$ cat src/rtl/led7seg_scan_if.sv
// Bundle between the game scoring logic / display driver (master) and the
// 7-segment scan controller (slave).
//   load       master -> slave  request to convert and show bin_in
//   bin_in     master -> slave  unsigned binary value, BIN_W bits
//   busy       slave -> master  conversion in flight
//   digit_bcd  slave -> master  BCD code of the lit digit, to the shared decoder
//   digit_sel  slave -> master  active-low anode enables, bit 0 = units
interface led7seg_scan_if #(
    parameter int BIN_W      = 9,
    parameter int NUM_DIGITS = 3
);
    logic                  load;
    logic [BIN_W-1:0]      bin_in;
    logic                  busy;
    logic [3:0]            digit_bcd;
    logic [NUM_DIGITS-1:0] digit_sel;

    modport master (
        output load,
        output bin_in,
        input  busy,
        input  digit_bcd,
        input  digit_sel
    );

    modport slave (
        input  load,
        input  bin_in,
        output busy,
        output digit_bcd,
        output digit_sel
    );
endinterface

$ cat src/rtl/led7seg_scan_ctrl.sv
// Multi-digit common-anode 7-segment scan controller with one shared
// BCD-to-segment decoder. A binary score is converted to BCD by a sequential
// shift-add-3 engine, committed atomically to the display registers, and the
// digits are time-multiplexed onto digit_bcd/digit_sel with leading-zero
// blanking done on the anodes.
// Ports:
//   clk  system clock, rising edge
//   rst  asynchronous, active-high reset
//   bus  led7seg_scan_if slave: load, bin_in in; busy, digit_bcd, digit_sel out
// BIN_W and NUM_DIGITS must match the parameters of the connected interface.
module led7seg_scan_ctrl #(
    parameter int CLK_DIV    = 50000,
    parameter int BIN_W      = 9,
    parameter int NUM_DIGITS = 3
) (
    input  logic          clk,
    input  logic          rst,
    led7seg_scan_if.slave bus
);
    localparam int BCD_W = 4 * NUM_DIGITS;
    localparam int CNT_W = (BIN_W > 1) ? $clog2(BIN_W) : 1;
    localparam int PS_W  = $clog2(CLK_DIV);
    localparam int IDX_W = (NUM_DIGITS > 1) ? $clog2(NUM_DIGITS) : 1;

    typedef enum logic [1:0] {
        IDLE   = 2'd0,
        SHIFT  = 2'd1,
        COMMIT = 2'd2
    } state_t;

    state_t                state, state_nxt;
    logic                  accept, shift_en, commit_en;
    logic [CNT_W-1:0]      bit_cnt;
    logic [BIN_W-1:0]      bin_sh;
    logic [BCD_W-1:0]      bcd_work, bcd_adj, disp;
    logic [PS_W-1:0]       ps;
    logic [IDX_W-1:0]      idx;
    logic [NUM_DIGITS-1:0] blank;
    logic [3:0]            cur_nib;
    logic                  cur_blank;
    logic [3:0]            digit_bcd_r;
    logic [NUM_DIGITS-1:0] digit_sel_r;

    // Double-dabble correction: every nibble >= 5 gets +3 so the following
    // left shift carries into the next decade instead of producing A..F.
    function automatic logic [BCD_W-1:0] add3(input logic [BCD_W-1:0] v);
        logic [BCD_W-1:0] r;
        r = v;
        for (int i = 0; i < NUM_DIGITS; i++) begin
            if (v[4*i +: 4] >= 4'd5)
                r[4*i +: 4] = v[4*i +: 4] + 4'd3;
        end
        return r;
    endfunction

    assign bcd_adj = add3(bcd_work);

    // Conversion FSM: state register
    always_ff @(posedge clk or posedge rst) begin
        if (rst)
            state <= IDLE;
        else
            state <= state_nxt;
    end

    // Conversion FSM: next state and strobes
    always_comb begin
        state_nxt = state;
        accept    = 1'b0;
        shift_en  = 1'b0;
        commit_en = 1'b0;
        case (state)
            IDLE: begin
                if (bus.load) begin
                    accept    = 1'b1;
                    state_nxt = SHIFT;
                end
            end
            SHIFT: begin
                shift_en = 1'b1;
                if (bit_cnt == '0)
                    state_nxt = COMMIT;
            end
            COMMIT: begin
                commit_en = 1'b1;
                state_nxt = IDLE;
            end
            default: state_nxt = IDLE;
        endcase
    end

    assign bus.busy = (state != IDLE);

    // Shift-add-3 engine and atomic commit to the display registers
    always_ff @(posedge clk or posedge rst) begin
        if (rst) begin
            bit_cnt  <= '0;
            bin_sh   <= '0;
            bcd_work <= '0;
            disp     <= '0;
        end else begin
            if (accept) begin
                bin_sh   <= bus.bin_in;
                bcd_work <= '0;
                bit_cnt  <= CNT_W'(BIN_W - 1);
            end else if (shift_en) begin
                {bcd_work, bin_sh} <= {bcd_adj[BCD_W-2:0], bin_sh, 1'b0};
                bit_cnt            <= bit_cnt - CNT_W'(1);
            end
            // Display only ever changes here, so a scan slot never sees a
            // half-converted value.
            if (commit_en)
                disp <= bcd_work;
        end
    end

    // Free-running prescaler and scan index
    always_ff @(posedge clk or posedge rst) begin
        if (rst) begin
            ps  <= '0;
            idx <= '0;
        end else if (ps == PS_W'(CLK_DIV - 1)) begin
            ps  <= '0;
            idx <= (idx == IDX_W'(NUM_DIGITS - 1)) ? '0 : idx + IDX_W'(1);
        end else begin
            ps <= ps + PS_W'(1);
        end
    end

    // Digit i > 0 is blank when it and every more significant digit are 0.
    always_comb begin
        logic all_zero;
        all_zero = 1'b1;
        blank    = '0;
        for (int i = NUM_DIGITS - 1; i > 0; i--) begin
            all_zero = all_zero && (disp[4*i +: 4] == 4'd0);
            blank[i] = all_zero;
        end
    end

    always_comb begin
        cur_nib   = '0;
        cur_blank = 1'b0;
        for (int i = 0; i < NUM_DIGITS; i++) begin
            if (idx == IDX_W'(i)) begin
                cur_nib   = disp[4*i +: 4];
                cur_blank = blank[i];
            end
        end
    end

    // Registered outputs: anode and BCD always change on the same edge.
    always_ff @(posedge clk or posedge rst) begin
        if (rst) begin
            digit_bcd_r <= '0;
            digit_sel_r <= ~NUM_DIGITS'(1);
        end else if (cur_blank) begin
            digit_bcd_r <= '0;
            digit_sel_r <= '1;
        end else begin
            digit_bcd_r <= cur_nib;
            digit_sel_r <= ~(NUM_DIGITS'(1) << idx);
        end
    end

    assign bus.digit_bcd = digit_bcd_r;
    assign bus.digit_sel = digit_sel_r;

endmodule

$ cat src/flat_wrapper.sv
// flat-port wrapper written by rule: the top's interface ports become plain ports
module led7seg_scan_ctrl_flat 
#(
    parameter int CLK_DIV    = 50000,
    parameter int BIN_W      = 9,
    parameter int NUM_DIGITS = 3
)
  (clk, rst, bus_load, bus_bin_in, bus_busy, bus_digit_bcd, bus_digit_sel);
  led7seg_scan_if #(.BIN_W(BIN_W), .NUM_DIGITS(NUM_DIGITS)) bus_i ();
  input  logic clk;
  input  logic rst;
  input wire logic [$bits(bus_i.load)-1:0] bus_load;
  input wire logic [$bits(bus_i.bin_in)-1:0] bus_bin_in;
  output wire logic [$bits(bus_i.busy)-1:0] bus_busy;
  output wire logic [$bits(bus_i.digit_bcd)-1:0] bus_digit_bcd;
  output wire logic [$bits(bus_i.digit_sel)-1:0] bus_digit_sel;
  assign bus_i.load = bus_load;
  assign bus_i.bin_in = bus_bin_in;
  assign bus_busy = bus_i.busy;
  assign bus_digit_bcd = bus_i.digit_bcd;
  assign bus_digit_sel = bus_i.digit_sel;
  led7seg_scan_ctrl #(.CLK_DIV(CLK_DIV), .BIN_W(BIN_W), .NUM_DIGITS(NUM_DIGITS)) u_core (.clk(clk), .rst(rst), .bus(bus_i));
endmodule
$ cat config.mk
export PLATFORM = sky130hd
export DESIGN_NAME = led7seg_scan_ctrl_flat
export DESIGN_NICKNAME = d
export VERILOG_FILES = /design/src/rtl/led7seg_scan_if.sv /design/src/rtl/led7seg_scan_ctrl.sv /design/src/flat_wrapper.sv
export SDC_FILE = /design/constraint.sdc
export NUM_CORES = 1
export LEC_CHECK = 0
export CAP_MARGIN = 10
export CORE_AREA = 2 2 77 79
export CTS_CLUSTER_SIZE = 28
export DETAILED_ROUTE_END_ITERATION = 16
export DIE_AREA = 0 0 79 81
export PLACE_DENSITY = 0.78
export SLEW_MARGIN = 25
export SYNTH_ARGS = -nofsm -noshare
export SYNTH_HDL_FRONTEND = slang
export SYNTH_SLANG_ARGS = --single-unit
$ cat constraint.sdc
create_clock -name clk -period 5.3 [get_ports clk]
set_input_delay 1.06 -clock clk [delete_from_list [all_inputs] [get_ports clk]]
set_output_delay 1.06 -clock clk [all_outputs]
set_load 0.05 [all_outputs]
### M1 wires, run 1

(6 px per um) Supply wires on this layer in grey.
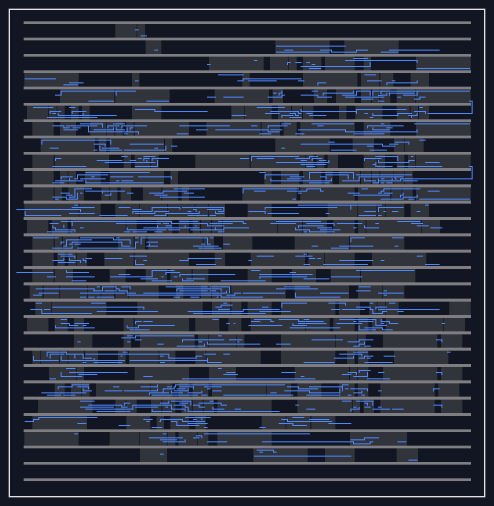
main direction = horizontal
wire length on this layer = 2330 um
WL final: 5.018 mm
met1 GRT Util: 0.2293
via count: 1986

### Metal 2, run 1

(6 px per um)
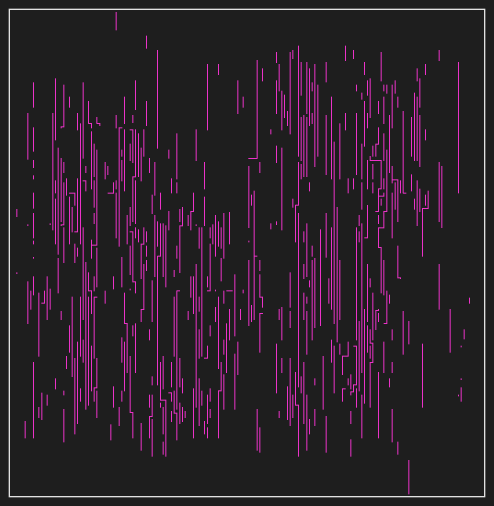
nets with wire on the layer = 251
wire length on this layer = 2400 um
longest straight run = 30.3 um
M2 GR Usage: 0.2873

==> flow_summary_export.csv, run 1 <==
group,metric,value,unit
pwr,fin_total_pwr,1.758,mW
clock_network,cts_setup_buffers,0,
synthesis,synth_xor_xnor_area_share,0.05952,
clock_network,cts_max_level,3,
pwr,pwr-share-comb,0.333,
layout,nNetsFinal,312,
layout,clkbuf_count,13,
layout,largest_class,"flip-flops and latches",
placement,place_area,0.003201,mm2
layout,comb.multi_input.count,181,
pwr,power_frac_clock,0.241,
drt,dr.pass1.iters,4,
worst_setup_path,start_kind,"flip-flop",
hold_path,whs_path_depth,2,
run_status,outcome,"complete, no violations",
pwr,ir_drop,0.0004107,V
layout,antenna_cells,0,
synthesis,aoi_share,0.07908,
synthesis,yosys_area,0.002943,mm2
layout,final_cell_mix,"dfrtp_1, nand2_1, clkdlybuf4s50_1",
synthesis,syn_inst,268,
clock_network,clkSinkCount,64,
worst_setup_path,crit_buf_inv,1,
synthesis,fp_nets,289,
synthesis,synth_warnings,0,
flow_run,warning_count,30,
layout,clkCellAreaFrac,0.05852,
final_timing,fmaxAchievable,351.8,MHz
### Met3 routing, run 1

(8 px per um)
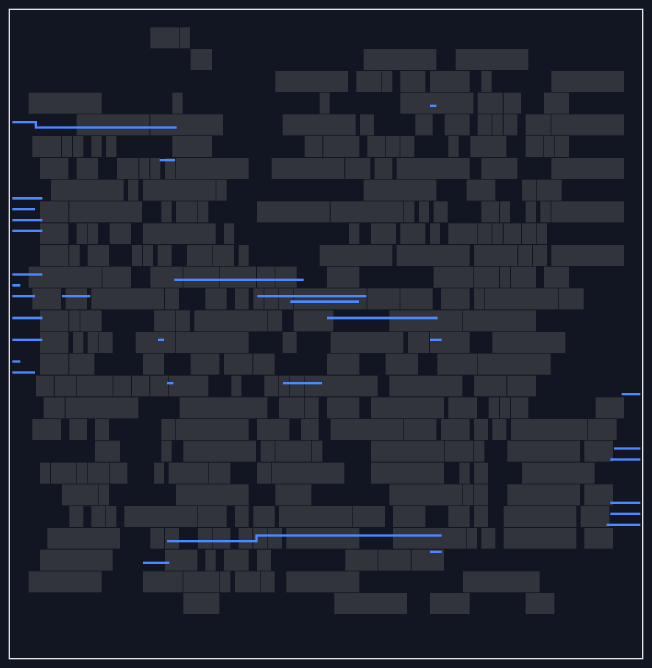
nets with wire on the layer = 23
longest straight run = 23.0 um
share of all routed wire = 3.4%
wire length on this layer = 171 um
Global Route met3 Usage: 0.03333

==> run 2, diff against run 1 <==
--- a/config.mk
+++ b/config.mk
@@ -6,11 +6,11 @@
 export NUM_CORES = 1
 export LEC_CHECK = 0
 export CAP_MARGIN = 10
-export CORE_AREA = 2 2 77 79
+export CORE_AREA = 2 2 79 81
 export CTS_CLUSTER_SIZE = 28
 export DETAILED_ROUTE_END_ITERATION = 16
-export DIE_AREA = 0 0 79 81
-export PLACE_DENSITY = 0.78
+export DIE_AREA = 0 0 81 83
+export PLACE_DENSITY = 0.77
 export SLEW_MARGIN = 25
 export SYNTH_ARGS = -nofsm -noshare
 export SYNTH_HDL_FRONTEND = slang
==> constraint.sdc (replaced) <==
create_clock -name clk -period 2.5 [get_ports clk]
set_input_delay 0.5 -clock clk [delete_from_list [all_inputs] [get_ports clk]]
set_output_delay 0.5 -clock clk [all_outputs]
set_load 0.05 [all_outputs]
### Congestion heat map, run 2

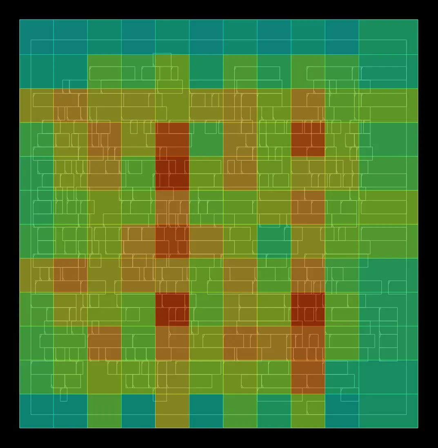
fin util: 0.5964
GR peak layer: met2

### Met3 routing, run 2

(6 px per um)
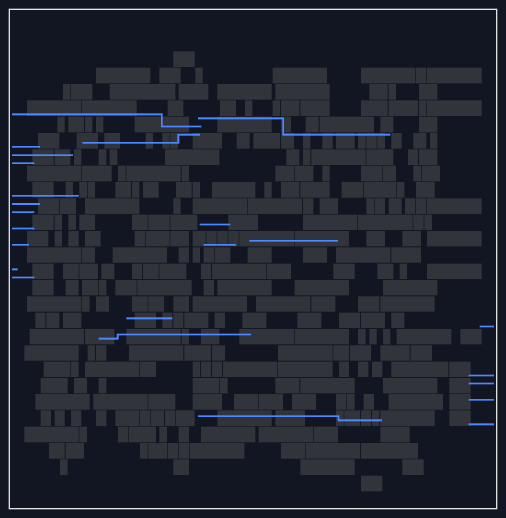
main direction = horizontal
nets with wire on the layer = 19
share of all routed wire = 4.6%
wire length on this layer = 241 um
WL final: 5.269 mm
Global Route met3 Usage: 0.08043
via count: 2009

### M1 wires, run 2

(6 px per um) Supply wires on this layer in grey.
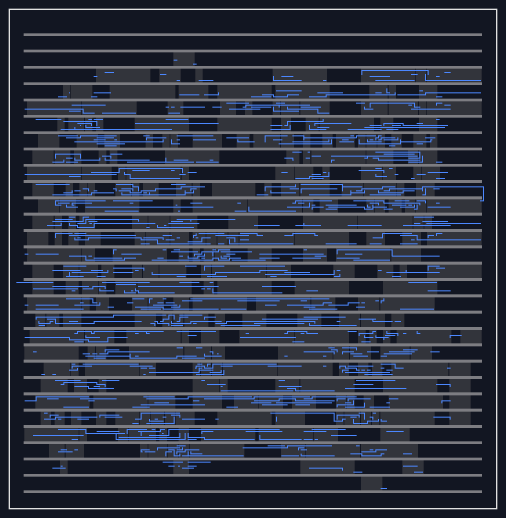
met1 GRT Util: 0.2264

==> run 2 against run 1 <==
Non-clock buffer count increased by 5. Clock power increased by 120%. First-iteration DRC count decreased by 24%. Final cell count increased by 1.3%. Critical path type unchanged. Critical endpoint unchanged. Highest routed layer unchanged.
==> flow_summary_export.csv, run 2 <==
group,metric,value,unit
synthesis,syn_inst,268,
layout,comb.multi_input.count,181,
hold_path,whs_path_depth,2,
pwr,power_frac_clock,0.248,
placement,place_area,0.003251,mm2
clock_network,cts_max_level,3,
layout,final_cell_mix,"dfrtp_1, nand2_1, clkdlybuf4s50_1",
hold_path,min_to,"u_core.bin_sh[7]$_DFFE_PP0P_",
layout,nNetsFinal,317,
worst_setup_path,start_kind,"flip-flop",
drt,drtIter0Drc,94,
floorplanning,die_x,81,um
floorplanning,fp_util,0.5060,
final_timing,fmaxAchievable,440.5,MHz
pwr,fin_total_pwr,3.810,mW
clock_network,cts_setup_buffers,0,
synthesis,synth_warnings,0,
layout,antenna_cells,0,
synthesis,synth_xor_xnor_area_share,0.05952,
layout,clkbuf_count,14,
pwr,pwr-share-comb,0.335,
synthesis,aoi_share,0.07908,
worst_setup_path,crit_buf_inv,1,
layout,clkCellAreaFrac,0.06277,
synthesis,synth-edff-count,0,
flow_run,warning_count,30,
synthesis,yosys_area,0.002943,mm2
drt,dr.pass1.iters,4,
layout,largest_class,"flip-flops and latches",
clock_network,clkSinkCount,64,
pwr,ir_drop,0.0006905,V
run_status,outcome,"complete, no violations",
==> run 3, diff against run 2 <==
--- a/config.mk
+++ b/config.mk
@@ -7,9 +7,11 @@
 export LEC_CHECK = 0
 export CAP_MARGIN = 10
 export CORE_AREA = 2 2 79 81
-export CTS_CLUSTER_SIZE = 28
+export CTS_CLUSTER_SIZE = 40
 export DETAILED_ROUTE_END_ITERATION = 16
 export DIE_AREA = 0 0 81 83
+export GPL_TIMING_DRIVEN = 0
+export HOLD_SLACK_MARGIN = 0.08
 export PLACE_DENSITY = 0.77
 export SLEW_MARGIN = 25
 export SYNTH_ARGS = -nofsm -noshare
### Congestion heat map, run 3

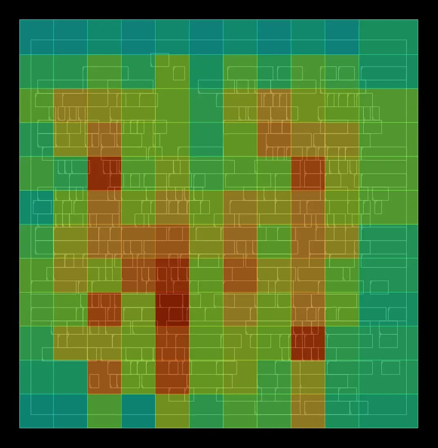
WL per Instance: 13.83 um
fin util: 0.5972
M2 GR Usage: 0.2652

### M1 wires, run 3

(6 px per um) Supply wires on this layer in grey.
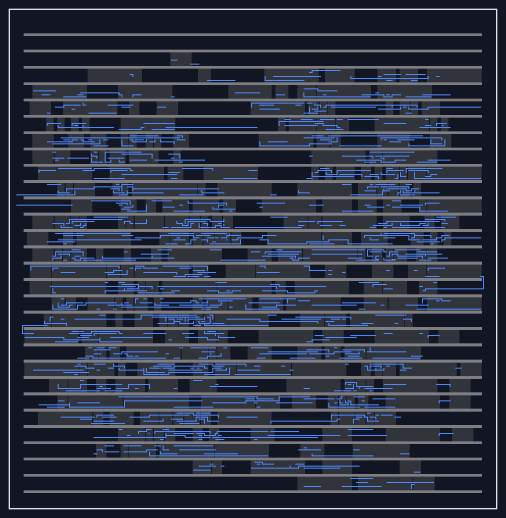
via count: 2036
met1 GRT Util: 0.2270
WL final: 5.241 mm

### Clock distribution, run 3

(3 px per um)
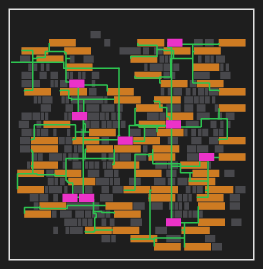
magenta -> cells driving clock nets  # count 9
green -> clock wires  # length 795 um
orange -> flip-flops  # count 64
flops lie = widely spread
routed clock nets = 10

==> run 3 against run 2 <==
Clock skew is 0.00090 ns higher. First-iteration DRC count shrank 8.5%. Area after synthesis stayed put. Via count grew 1.3%. Worst setup slack better by 0.0095 ns. Non-clock buffer count increased by 3. Global-route usage fell by 0.46 points. Routed wire length shrank 0.53%. Combinational power hardly changed. Largest power group unchanged.
==> flow_summary_export.csv, run 3 <==
group,metric,value,unit
placement,place_area,0.003249,mm2
clock_network,cts_setup_buffers,0,
layout,clkCellAreaFrac,0.06448,
pwr,power_frac_clock,0.258,
synthesis,synth_warnings,0,
layout,comb.multi_input.count,181,
worst_setup_path,start_kind,"flip-flop",
drt,drtIter0Drc,86,
layout,clkbuf_count,13,
clock_network,clkSinkCount,64,
drt,wl_met1,2.512,mm
layout,largest_class,"flip-flops and latches",
global_routing,use_met3,0.04239,
worst_setup_path,crit_buf_inv,1,
layout,nNetsFinal,320,
synthesis,syn_inst,268,
pwr,ir_drop,0.0007763,V
synthesis,synth-edff-count,0,
global_routing,grt_busiest_layer,"met2",
synthesis,aoi_share,0.07908,
synthesis,synth_xor_xnor_area_share,0.05952,
floorplanning,fp_util,0.5060,
pwr,pwr-share-comb,0.332,
drt,dr.pass1.iters,4,
clock_network,cts_max_level,3,
flow_run,warning_count,30,
synthesis,syn_avg_cell_area,10.98,um2
layout,final_cell_mix,"dfrtp_1, nand2_1, clkdlybuf4s50_1",
run_status,outcome,"complete, no violations",
Power is estimated from default activity; no workload was simulated.
